==> config.mk <==
export PLATFORM = sky130hd
export DESIGN_NAME = serial_alu_acc_flat
export DESIGN_NICKNAME = d
export VERILOG_FILES = /design/src/rtl/serial_alu_acc_if.sv /design/src/rtl/serial_alu_acc.sv /design/src/flat_wrapper.sv
export SDC_FILE = /design/constraint.sdc
export NUM_CORES = 1
export LEC_CHECK = 0
export CORE_MARGIN = 8
export CORE_UTILIZATION = 47
export CTS_BUF_LIST = sky130_fd_sc_hd__clkbuf_16
export CTS_CLUSTER_DIAMETER = 50
export DETAILED_ROUTE_END_ITERATION = 12
export PLACE_DENSITY = 0.77
export SLEW_MARGIN = 0
export SYNTH_ARGS = -nofsm -noshare
export SYNTH_HDL_FRONTEND = slang
export SYNTH_SLANG_ARGS = --single-unit
==> constraint.sdc <==
create_clock -name clk -period 2.7 [get_ports clk]
set_clock_uncertainty 0.05 [all_clocks]
set_input_delay 0.405 -clock clk [delete_from_list [all_inputs] [get_ports clk]]
set_output_delay 0.405 -clock clk [all_outputs]
set_load 0.01 [all_outputs]
Wiring by layer:
Scale: 6 px per um.
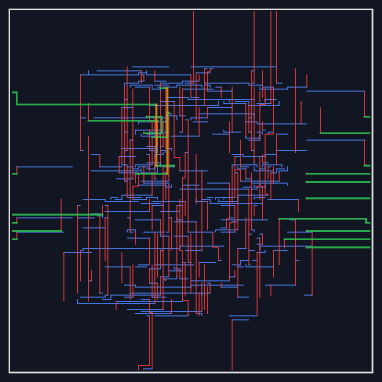
[red] M2 | wire length: 1,000 um
[blue] M1 | wire length: 838 um
[green] M3 | wire length: 179 um
[orange] M4 | wire length: 24.5 um
detailed-route via count: 751
total track usage: 0.126
wire per inst: 13.5 um
Routed WL: 2040 um

I/O nets highlighted:
Scale: 8 px per um.
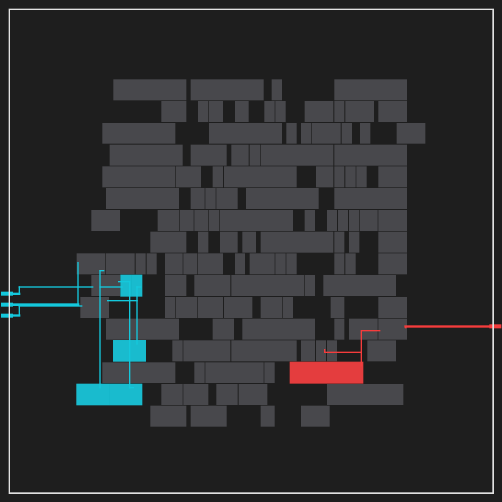
[red] bus_carry_flag | bits: 1 | direction: output | edge: right | end cells: 1 | buffers: 1 | wire: 22.3 um
[cyan] bus_op | bits: 3 | direction: input | edge: left | end cells: 5 | buffers: 3 | wire: 78.0 um
number of I/O pins: 23
# port buffers: 22

==> Slide: Implementation Results <==
Physical Implementation Snapshot

Placed design
  • GPL Wtd Cong: 0.779
  • Post-DP HPWL: 1480 um
  • Post-DP Area: 0.00121 mm^2
  • Dpl cells: 147

Die
  • Die Y: 60.3 um
  • Std cell rows: 16
  • Die Span X: 60.3 um
  • Initial Utilization: 0.485
  • Tap cells: 27
  • Chip area: 0.00364 mm^2

Detailed routing
  • Metal-1 WL: 837 um
  • Antenna violation net count after detailed routing: 0
  • Pre-Repair DR Iteration Count: 4
  • Wire length on met3: 178 um
  • Remaining DRCs: 0
  • Vias per inst: 4.97

Synthesis
  • Synth warnings: 0
  • Syn Std Cell Area: 922 um^2
  • Number of distinct library cells after synthesis: 24
  • Leading area contributor after synthesis: dfrtp_1
  • Post-synth EDFFs: 0
  • Gate Count Post-Synth: 94
  • Synthesis area per yosys: 922 um^2
  • Xor+xnor area frac: 0.00950
  • Largest logic family: simple AND/OR/NAND/NOR gates
  • Ao+oa area frac: 0.0896
  • Registers, synthesis: 19
  • Dominant Register Cell: dfrtp_1
  • Biggest area cells: dfrtp_1 49%, nand2_1 13%, ha_1 5.4%
  • Syn nets: 107
  • Top-count cell post-synth: nand2_1

Clock network
  • Htree depth: 1
  • CTS tree: yes
  • Clock Sink Count: 19
  • Worst-path clk slew: 50 ps
  • Clock Latency Late Sink: 250 ps
  • TritonCTS buffer count: 3
  • Root Buffer: clkbuf_16
  • Post-CTS Setup Bufs: 0

Pwr
  • Internal power: 1030 uW
  • Final Power: 1600 uW
  • Biggest consumer: combinational logic
  • Clk pwr: 297 uW
  • Pwr/cell area: 1230 mW/mm^2
  • Clock share of power: 0.186

Layout
  • Seq/total area: 0.367
  • Storage cell area: 477 um^2
  • Bufs w/o clock: 29
  • Layout cell share with drive strength beyond 1: 0.185
  • Util after Layout: 0.683
  • Final clock-cell share: 0.0617
  • Multi-input gates: 65
  • Post-layout net count: 138
  • Top cell excl fill/tap: nand2_1

Critical path
  • CP Launch Type: register
  • Crit-path max FO: 2
  • Worst Path Arrival: 2110 ps
  • Kind of critical path: reg2out
  • Critical Path Sink Type: primary output
  • CP max stage cell: mux4_2
  • Worst R2R Setup Slack: 690 ps
  • CP bufs+invs: 1

Worst hold path
  • Hold Path Depth: 2
  • Hold WC Path Type: reg2reg

Flow run
  • Tool warning count: 27
  • Max-Cap Viols: 0

Final timing
  • Fmax: 390 MHz
  • Setup Total Neg Slack: 0 ps
  • Minimum clock period: 2570 ps
  • Final setup fails: 0
  • Setup WS post-layout: 134 ps
  • Max-slew violations: 0

Outcome
  • Status: completed

Global route
  • Total grt overflow: 0
  • Vias in the first global route: 797
  • Grt met1 use: 0.129
Power and IR drop assume default switching activity.
